### src/rtl/secuencia_gen.sv
// ---------------------------------------------------------------------------
// secuencia_gen
//
// Serial bit-sequence generator. On an accepted start it captures a pattern
// word and shifts it out MSB-first (bit len-1 first) on the serial line w,
// one bit per clock. The pattern can repeat, with GAP idle zero cycles
// between repetitions. Intended to feed the w input of a sequence detector.
//
// Ports:
//   clk        in   system clock, rising edge
//   reset      in   synchronous, active-high reset
//   start      in   transfer request, only looked at while idle
//   pattern    in   WIDTH-bit word to send
//   len        in   bits per repetition (clamped to WIDTH, 0 = ignore start)
//   reps       in   repetitions (0 is treated as 1)
//   w          out  serial output (registered)
//   bit_valid  out  high while w carries a pattern bit
//   busy       out  high from the first bit through the last, gaps included
//   done       out  one-cycle pulse in the first idle cycle after the last bit
//
// All outputs come straight from flops; there is no input-to-output
// combinational path.
// ---------------------------------------------------------------------------
module secuencia_gen #(
  parameter int WIDTH = 8,
  parameter int LEN_W = 4,
  parameter int REP_W = 4,
  parameter int GAP   = 2
) (
  input  logic             clk,
  input  logic             reset,
  input  logic             start,
  input  logic [WIDTH-1:0] pattern,
  input  logic [LEN_W-1:0] len,
  input  logic [REP_W-1:0] reps,
  output logic             w,
  output logic             bit_valid,
  output logic             busy,
  output logic             done
);

  // Counter widths; kept at least one bit wide so degenerate parameter
  // choices (WIDTH=1, GAP=0) still elaborate.
  localparam int IDX_W = (WIDTH > 1) ? $clog2(WIDTH) : 1;
  localparam int GAP_W = (GAP > 0) ? $clog2(GAP + 1) : 1;

  typedef enum logic [1:0] {
    S_IDLE = 2'd0,
    S_SEND = 2'd1,
    S_GAP  = 2'd2
  } state_t;

  state_t           state_q, state_d;
  logic [WIDTH-1:0] pat_q, pat_d;     // captured pattern
  logic [IDX_W-1:0] idx_q, idx_d;     // index of the bit currently on w
  logic [IDX_W-1:0] last_q, last_d;   // L-1, reload value for each repetition
  logic [GAP_W-1:0] gap_q, gap_d;     // gap cycles still to go after this one
  logic [REP_W-1:0] rep_q, rep_d;     // repetitions still to go after this one

  logic w_q, w_d;
  logic valid_q, valid_d;
  logic busy_q, busy_d;
  logic done_q, done_d;

  // -------------------------------------------------------------------------
  // Input decode for the accepting edge
  // -------------------------------------------------------------------------
  logic             accept;
  logic [IDX_W-1:0] in_last;     // effective length minus one
  logic [REP_W-1:0] in_rep_rem;  // effective reps minus one

  assign accept = (state_q == S_IDLE) && start && (len != '0);

  always_comb begin
    in_last = '0;
    if (len > LEN_W'(WIDTH)) begin
      in_last = IDX_W'(WIDTH - 1);
    end else begin
      in_last = IDX_W'(len - LEN_W'(1));
    end
  end

  // reps == 0 behaves like reps == 1, i.e. nothing left after the first pass.
  assign in_rep_rem = (reps == '0) ? '0 : reps - REP_W'(1);

  // -------------------------------------------------------------------------
  // Status of the running counters
  // -------------------------------------------------------------------------
  logic             bit_last;
  logic             reps_left;
  logic             gap_last;
  logic [IDX_W-1:0] idx_dec;

  assign bit_last  = (idx_q == '0);
  assign reps_left = (rep_q != '0);
  assign gap_last  = (gap_q == '0);
  assign idx_dec   = idx_q - IDX_W'(1);

  // -------------------------------------------------------------------------
  // State register (with the datapath counters that travel with it)
  // -------------------------------------------------------------------------
  always_ff @(posedge clk) begin
    if (reset) begin
      state_q <= S_IDLE;
      pat_q   <= '0;
      idx_q   <= '0;
      last_q  <= '0;
      gap_q   <= '0;
      rep_q   <= '0;
    end else begin
      state_q <= state_d;
      pat_q   <= pat_d;
      idx_q   <= idx_d;
      last_q  <= last_d;
      gap_q   <= gap_d;
      rep_q   <= rep_d;
    end
  end

  // -------------------------------------------------------------------------
  // Next-state logic
  // -------------------------------------------------------------------------
  always_comb begin
    state_d = state_q;
    pat_d   = pat_q;
    idx_d   = idx_q;
    last_d  = last_q;
    gap_d   = gap_q;
    rep_d   = rep_q;

    case (state_q)
      S_IDLE: begin
        if (accept) begin
          state_d = S_SEND;
          pat_d   = pattern;
          idx_d   = in_last;
          last_d  = in_last;
          rep_d   = in_rep_rem;
        end
      end

      S_SEND: begin
        if (!bit_last) begin
          idx_d = idx_dec;
        end else if (reps_left) begin
          // The repetition count is consumed when the next pass is
          // committed to, whether or not a gap sits in between.
          rep_d = rep_q - REP_W'(1);
          if (GAP > 0) begin
            state_d = S_GAP;
            gap_d   = GAP_W'(GAP - 1);
          end else begin
            idx_d = last_q;
          end
        end else begin
          state_d = S_IDLE;
        end
      end

      S_GAP: begin
        if (gap_last) begin
          state_d = S_SEND;
          idx_d   = last_q;
        end else begin
          gap_d = gap_q - GAP_W'(1);
        end
      end

      default: begin
        state_d = S_IDLE;
      end
    endcase
  end

  // -------------------------------------------------------------------------
  // Output logic: computes the next value of each output flop from the
  // next state, so every output is valid in the same cycle as its state.
  // -------------------------------------------------------------------------
  always_comb begin
    w_d     = 1'b0;
    valid_d = 1'b0;
    busy_d  = 1'b0;
    done_d  = 1'b0;

    if (state_d == S_SEND) begin
      // pat_d already holds the incoming pattern on the accepting edge,
      // so the first bit needs no special case.
      w_d     = pat_d[idx_d];
      valid_d = 1'b1;
    end

    busy_d = (state_d != S_IDLE);
    // Only the natural end of a transfer pulses done; reset overrides this
    // in the output register below.
    done_d = (state_q == S_SEND) && (state_d == S_IDLE);
  end

  always_ff @(posedge clk) begin
    if (reset) begin
      w_q     <= 1'b0;
      valid_q <= 1'b0;
      busy_q  <= 1'b0;
      done_q  <= 1'b0;
    end else begin
      w_q     <= w_d;
      valid_q <= valid_d;
      busy_q  <= busy_d;
      done_q  <= done_d;
    end
  end

  assign w         = w_q;
  assign bit_valid = valid_q;
  assign busy      = busy_q;
  assign done      = done_q;

endmodule

### config.mk
export PLATFORM = sky130hd
export DESIGN_NAME = secuencia_gen
export DESIGN_NICKNAME = d
export VERILOG_FILES = /design/src/rtl/secuencia_gen.sv
export SDC_FILE = /design/constraint.sdc
export NUM_CORES = 1
export LEC_CHECK = 0
export ABC_AREA = 0
export ABC_CLOCK_PERIOD_IN_PS = 6700
export CORE_MARGIN = 4
export CORE_UTILIZATION = 40
export DETAILED_ROUTE_END_ITERATION = 7
export HOLD_SLACK_MARGIN = 0.02
export PLACE_DENSITY = 0.73
export REMOVE_ABC_BUFFERS = 1
export SYNTH_ARGS = -nofsm -noshare
export SYNTH_HDL_FRONTEND = slang
export SYNTH_SLANG_ARGS = --single-unit
export TNS_END_PERCENT = 100
### constraint.sdc
create_clock -name clk -period 6.7 [get_ports clk]
set_clock_uncertainty 0.15 [all_clocks]
set_input_delay 1.34 -clock clk [delete_from_list [all_inputs] [get_ports clk]]
set_output_delay 1.34 -clock clk [all_outputs]
set_load 0.005 [all_outputs]
run_1/m1.png
The bar under the picture is 20 µm long. Cells faint in the background.
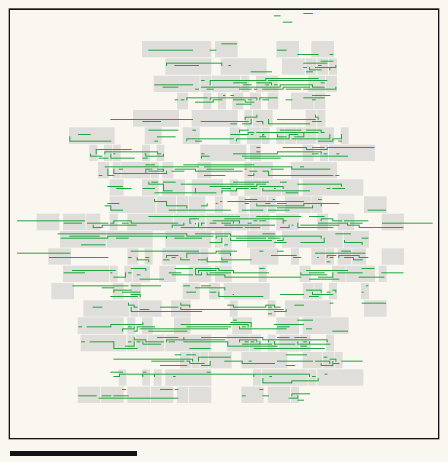
wire length on this layer	1,510 µm
nets with wire on the layer	200
main direction	horizontal
met1 usage: 19.5%
routed wire length: 2.94 mm
vias after detailed routing: 1,218

run_1/m2.png
The bar under the picture is 20 µm long. Cells faint in the background.
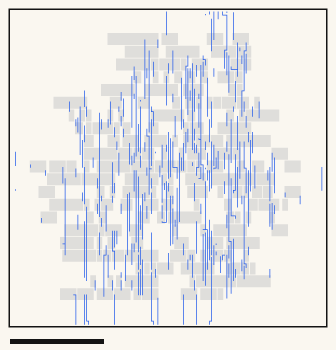
share of all routed wire	43%
wire length on this layer	1,270 µm
nets with wire on the layer	173
M2 GR Usage: 21.8%

run_1/m3.png
The bar under the picture is 20 µm long. Cells faint in the background.
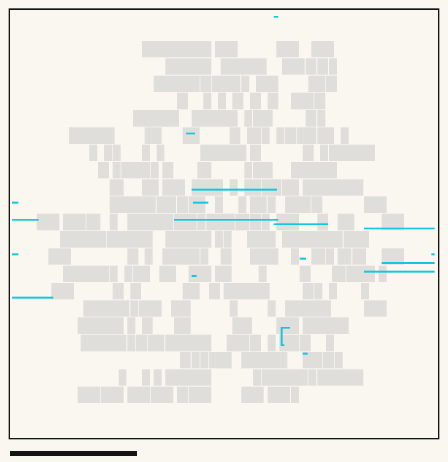
share of all routed wire	3.0%
longest straight run	16.1 µm
wire length on this layer	87.6 µm
nets with wire on the layer	14
main direction	horizontal
met3 Usage GRT: 0.998%

run_1/pinout.png
The bar under the picture is 20 µm long. Pins as bars across the die edge, other pins in grey.
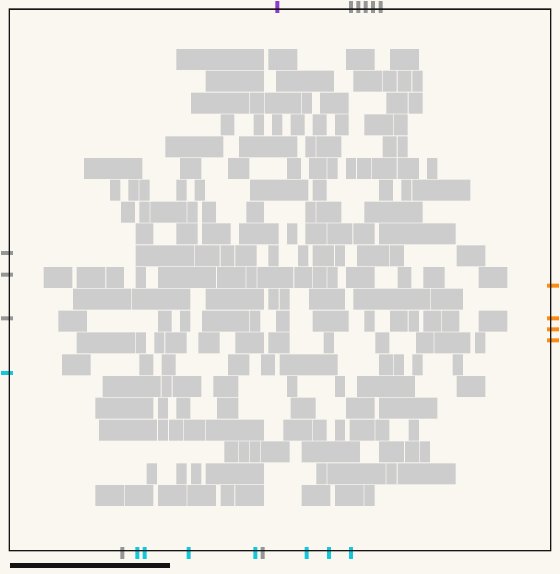
colour	port	pins	direction	edge
orange	`len`	4	input	east
cyan	`pattern`	8	input	7 south, 1 west
purple	`done`	1	output	north
all pins by edge	9 south, 6 north, 4 west, 4 east
port bufs: 22
Die H: 67.4 µm
Die X: 67.4 µm

==> Changelog: implementation, run 1 <==
### Metrics

- Via-to-Cell Ratio: 5.16
- Worst-Margin Slew: between 0.8 and 0.9 ns
- Synthesized area per cell: 8.34 µm²
- Pre-Place Util: between 40% and 50%
- Initial DRC Count: 61
- Flip-flops with a built-in enable: 0
- Total Die Area: between 4000 and 5000 µm²
- Cells along the critical path: clkdlybuf4s50_1, inv_1, ha_1, nor3b_1, nor2_4, a221oi_4, a21bo_1, a211o_1, a41oi_2
- Count leader, synth: nand2_1
- Largest net degree at the start of global routing: 24
- Setup Buffers After CTS: 0
- Logic area: just over 800 µm²
- Req. time, crit path: slightly below 7 ns
- Comb pwr share: approximately 30%
- Seq pwr share: between 40 and 50%
- Placer congestion estimate: 0.771
- Endpoint class of the critical path: register
- HP Class: reg -> reg
- Dpl ws: approximately 2.7 ns
- Worst flop-to-flop path startpoint: idx_q[0]
- Register area: 520 µm²
- Cts hold-fix bufs: 0
- Setup_tns: 0 ns
- DP Cell Count: around 230
- Depth of the CTS H-tree: 1
- Worst endpoint data arrival time: between 3 and 4 ns
- RSZ-0062 raised after global routing: no
- First drt pass iteration count: 4
- Final Util: around 51%
- # fillers: around 340
- Top Layout Cells: nand2_1, dfxtp_1, clkdlybuf4s50_1
- Mapped Cells: about 170
- Maximum vdd ir drop: between 80 and 90 µV
- Clk latency late pin: approximately 0.33 ns
- Vias in the first global route: 1,153
- GRT Total Usage: ~14%
- Critical Path Slowest Stage Cell: a221oi_4
- Async S/R FF share, synth: 0%
- Top area cell types: dfxtp_1, nand2_1, a21oi_1, ha_1, a221oi_4
- YS chip area: roughly 1400 µm²
- Pint: between 0.0002 and 0.0003 W
- Non-Filler Instances: 236
- Switching Share: a little under a third
- Final Setup Violations: 0
- Maximum clock frequency: 0.274 GHz
- Synth area leader: dfxtp_1
- Number of buffers created by CTS: 3
- Overflow after GRT: 0
- Hold slack: between 0.3 and 0.4 ns
- Switch Pwr: 0.000123 W
- CP startpoint kind: input port
- Critical path fanouts, max: 10
- # rows: 21
- Post-route DRC violation count: 0
- OpenROAD warning count: 26
- Final Max Tran Viols: 0
- Share of layout cells above drive strength 1: under 10%
- Initial antenna violation count: 0
- Critical path buffers and inverters: 2
- HP Start: pat_q[2]
- #FFs+latches synth: 26
- # IOs: 23
- Core area: between 3000 and 4000 µm²
- CP top delay family: AND-OR/OR-AND gates
- Worst stage delay on the critical path: ~0.45 ns
- Dominant logic cell type in the layout: nand2_1
- Clock-pin slew on the worst setup and hold paths: 0.15 ns
- Status: completed
- Power density over cell area: ~240 nW/µm²
- Final #Nets: roughly 220
- Netlist cell types: 39
- Critical Setup Path Class: in -> reg
- CTS Buffer Depth: 2
- Routed len/inst: ~12 µm
- Ys cells: 169
- Root buffer cell: clkbuf_4
- Worst Setup SP: len[0]
- Final period util: 54.4%
- Synth Seq Share: roughly 37%
- Syn-to-layout area delta: 21.0%
- PnR worst setup slack: roughly 3 ns
- Mapped cell area: roughly 1400 µm²
- Min cycle time layout: around 3.6 ns
- ANT nets after route: 0
- Commonest flop: dfxtp_1
- CTS Sinks: 26
- CTS resizes: 0
- CTS tree: done
- DP HPWL: about 2.2 mm
- Synth warn: 0
- Final Hold Viols: 0
- Ant diodes: 0
- Clk pwr share: about a quarter
- Post-synth top cells: nand2_1, dfxtp_1, a21oi_1, inv_1, nor2_1
[run 1: kinds of logic after synthesis]
logic type	Yosys count	share of synthesized area, %
AND/OR/NAND/NOR	66	23.8
buffers and inverters	18	5.86
adder cells (fa/ha/maj)	5	4.44
flip-flops	26	36.9
AND-OR/OR-AND	54	29.0
[run 1: metal layers]
metal / GRT usage [%] / vias up / wire length [µm]
met5: 0 / - / 0
met4: 5.32 / 0 / 64
met3: 0.998 / 7 / 87
met2: 21.8 / 21 / 1270
met1: 19.5 / 549 / 1510
li1: - / 641 / -
[run 1: worst min-delay path, cell delays in order, from the launching register on]
cell     delay, ns
dfxtp_1       0.33
nand2_1       0.06
a21oi_1       0.06
[run 1: path summary, 6_finish.rpt]
check | to | slack, ns | cells past startpoint
setup reg to reg | w | 4.10 | 8
hold reg to reg | pat_q[2] | 0.32 | 2
hold / removal | pat_q[2] | 0.32 | 2
setup / recovery | w | 3.05 | 9
[run 1: state kept, by name, indices dropped and copies added (netlist names)]
name       cells
bit_valid      1
busy           1
done           1
gap_q          2
idx_q          3
last_q         3
pat_q          8
rep_q          4
state_q        2
w              1
[run 1: power groups by stage]
stage / combinational [W] / sequential, W / clock [W]
global placement: 0.000120 / 0.000185 / 0
CTS: 0.000121 / 0.000182 / 0.000110
finish: 0.000120 / 0.000182 / 0.000108
global route: 0.000136 / 0.000184 / 0.000113
floorplan: 0.0000822 / 0.000183 / 0
detailed placement: 0.000120 / 0.000185 / 0
[run 1: cell type report]
type	instances	share of cell area, %
Tap cell	46	3.37
Clock inverter	1	1.76
Timing Repair Buffer	22	12.9
Sequential cell	26	30.5
Inverter	13	2.86
Clock buffer	3	1.32
Multi-Input combinational cell	125	47.3
[run 1: metrics by stage]
stage	cell area (µm²)	power, W
global placement	1650	0.000305
global route	1710	0.000433
finish	1710	0.000410
floorplan	1380	0.000265
detailed placement	1650	0.000306
CTS	1710	0.000413
run_1/congestion_map.png
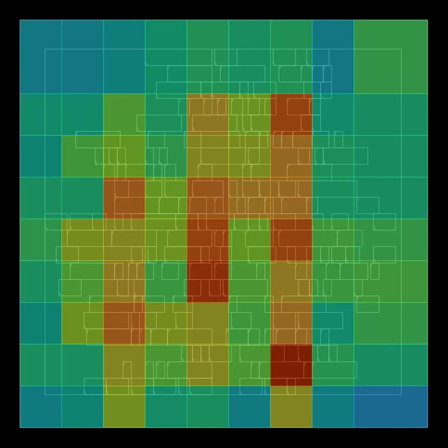

==> run 2: changes to the inputs <==
--- a/config.mk
+++ b/config.mk
@@ -6,12 +6,12 @@
 export NUM_CORES = 1
 export LEC_CHECK = 0
 export ABC_AREA = 0
-export ABC_CLOCK_PERIOD_IN_PS = 6700
+export ABC_CLOCK_PERIOD_IN_PS = 3100
 export CORE_MARGIN = 4
 export CORE_UTILIZATION = 40
 export DETAILED_ROUTE_END_ITERATION = 7
 export HOLD_SLACK_MARGIN = 0.02
-export PLACE_DENSITY = 0.73
+export PLACE_DENSITY = 0.75
 export REMOVE_ABC_BUFFERS = 1
 export SYNTH_ARGS = -nofsm -noshare
 export SYNTH_HDL_FRONTEND = slang
==> constraint.sdc (replaced) <==
create_clock -name clk -period 3.1 [get_ports clk]
set_clock_uncertainty 0.15 [all_clocks]
set_input_delay 0.62 -clock clk [delete_from_list [all_inputs] [get_ports clk]]
set_output_delay 0.62 -clock clk [all_outputs]
set_load 0.005 [all_outputs]
run_2/congestion_map.png
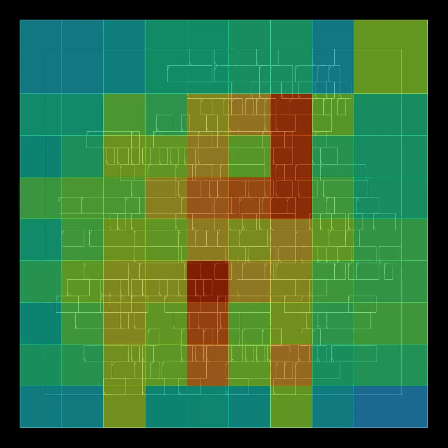
gr busiest metal: met1
GRT Total Usage: 14.3%

==> run 2 against run 1 <==
Net effect:
- critical path depth is the same
- sequential cell count did not move
- cell area grew 3.1%
- clock power increased by 110%
- register-to-register slack lost 3.6 ns
- first-iteration DRC count fell by 34%
- die size unchanged
- utilization up 1.6 points
- sequential power rose by 120%
- non-clock buffer count is 7 higher
- wire length fell by 2.5%
- critical path type unchanged
- critical endpoint unchanged
==> Changelog: implementation, run 2 <==
### Metrics

- Status: completed
- Synthesized area per cell: 8.34 µm² (unchanged)
- Setup Buffers After CTS: 0 (unchanged)
- Top logic family: AND-OR/OR-AND gates
- Routed len/inst: 11.8 µm (-5.3%)
- Simple share: 23.8% (unchanged)
- Via-to-Cell Ratio: 5.12 (-0.89%)
- CTS Buffer Depth: 2 (unchanged)
- Overflow after GRT: 0 (unchanged)
- Post-route DRC violation count: 0 (unchanged)
- Ys cells: 169 (unchanged)
- Final Setup Violations: 0 (unchanged)
- HP Class: reg -> reg
- Synth area leader: dfxtp_1
- Final Hold Viols: 0 (unchanged)
- Register area: 520 µm² (unchanged)
- Worst flop-to-flop path startpoint: idx_q[0]
- Die H: 67.4 µm (unchanged)
- Power density over cell area: 509 nW/µm² (+110%)
- Final period util: between 80% and 90%
- # rows: 21 (unchanged)
- Placer congestion estimate: 0.800 (+3.8%)
- Logic area: 807 µm² (unchanged)
- Setup_tns: 0 ns (unchanged)
- Cells along the critical path: clkdlybuf4s50_1, inv_1, ha_1, or3b_4, a221oi_4, a221oi_4, a21o_2, a211o_1, a41oi_2
- Yosys aoi share: 29.0% (unchanged)
- Mux share: 0% (unchanged)
- Yosys adder share: 4.44% (unchanged)
- Mapped cell area: 1410 µm² (unchanged)
- Async S/R FF share, synth: 0% (unchanged)
- Pre-Place Util: 41.9% (unchanged)
- R2R cell count: 8 (unchanged)
- Clock-pin slew on the worst setup and hold paths: 0.14 ns (about the same)
- Critical Setup Path Class: in -> reg
- Initial DRC Count: 40 (-34%)
- R2r endpoint: w
- Critical Path Slowest Stage Cell: clkdlybuf4s50_1
- Synth warn: 0 (unchanged)
- Worst endpoint data arrival time: 2.85 ns (-0.91 ns)
- Dominant logic cell type in the layout: nand2_1
- Min cycle time layout: around 2.7 ns
- Commonest flop: dfxtp_1
- Depth of the CTS H-tree: 1 (unchanged)
- ANT nets after route: 0 (unchanged)
- Ant diodes: 0 (unchanged)
- Post-synth top cells: nand2_1, dfxtp_1, a21oi_1, inv_1, nor2_1
- Maximum vdd ir drop: 195 µV (+130%)
- CP startpoint kind: input port
- Syn-to-layout area delta: 24.8%
- Endpoint class of the critical path: register
- Critical path fanouts, max: 9 (-1)
- # IOs: 23 (unchanged)
- Die X: 67.4 µm (unchanged)
- #FFs+latches synth: 26 (unchanged)
- Dpl ws: 0.0277 ns (-2.69 ns)
- End of the critical path: w
- Total Die Area: 4540 µm² (unchanged)
- Cts hold-fix bufs: 0 (unchanged)
- Mapped Cells: 169 (unchanged)
- Top area cell types: dfxtp_1, nand2_1, a21oi_1, ha_1, a221oi_4
- Max reg flops: 8 (unchanged)
[run 2: cell types whose count changed in the layout (fill, tap and decap cells not counted)]
| cell | before | now |
|---|---|---|
| buf_4 | 0 | 7 |
[run 2: cell families (layout without fill, tap and decap cells)]
logic type	after synthesis	count (layout)
compound gates	54	54
fa+ha+maj	5	5
buf+inv	18	46
flops	26	26
simple gates	66	66
[run 2: worst min path at each step]
| stage | start | cells after the start | endpoint | slack (ns) |
|---|---|---|---|---|
| after detailed placement | pat_q[0] | 2 | pat_q[0] | 0.31 |
| after CTS | pat_q[0] | 2 | pat_q[0] | 0.33 |
| after global routing | pat_q[3] | 2 | pat_q[3] | 0.34 |
| final | pat_q[0] | 2 | pat_q[0] | 0.32 |
| after floorplan | last_q[0] | 2 | last_q[0] | 0.28 |
| after global placement | gap_q[0] | 1 | gap_q[0] | 0.31 |
[run 2: layer usage]
metal  wire [µm]  up-vias  global-route usage (%)
li1            -      653                       -
met4          27        0                    5.32
met3          62        2                    2.00
met2        1240       18                    20.7
met5           0        -                       0
met1        1530      570                    21.2
[run 2: power by group]
part	internal [W]	switching [W]
Sequential	0.000370	0.0000226
Clock	0.000131	0.0000955
Combinational	0.000134	0.000143
Total	0.000634	0.000261
[run 2: critical path, delay by kind of cell]
| family | cells | cell delay (ns) |
|---|---|---|
| simple gates | 1 | 0.41 |
| fa+ha+maj | 1 | 0.19 |
| buf+inv | 2 | 0.49 |
| compound gates | 5 | 1.14 |
[run 2: cell type report]
class	count	share of cell area, %
inverters	13	2.77
multi-input cells	125	45.9
clock inverters	1	1.71
repair buffers	29	15.5
well taps	46	3.27
clock buffers	3	1.28
flip-flops and latches	26	29.6
[run 2: through the flow]
| step | power, W | instance area, µm² |
|---|---|---|
| final | 0.000895 | 1760 |
| after global routing | 0.000960 | 1760 |
| after CTS | 0.000906 | 1760 |
| after detailed placement | 0.000675 | 1710 |
| after global placement | 0.000673 | 1710 |
| after floorplan | 0.000573 | 1380 |
Power figures rest on the tool's default switching activity, not on a simulated workload.
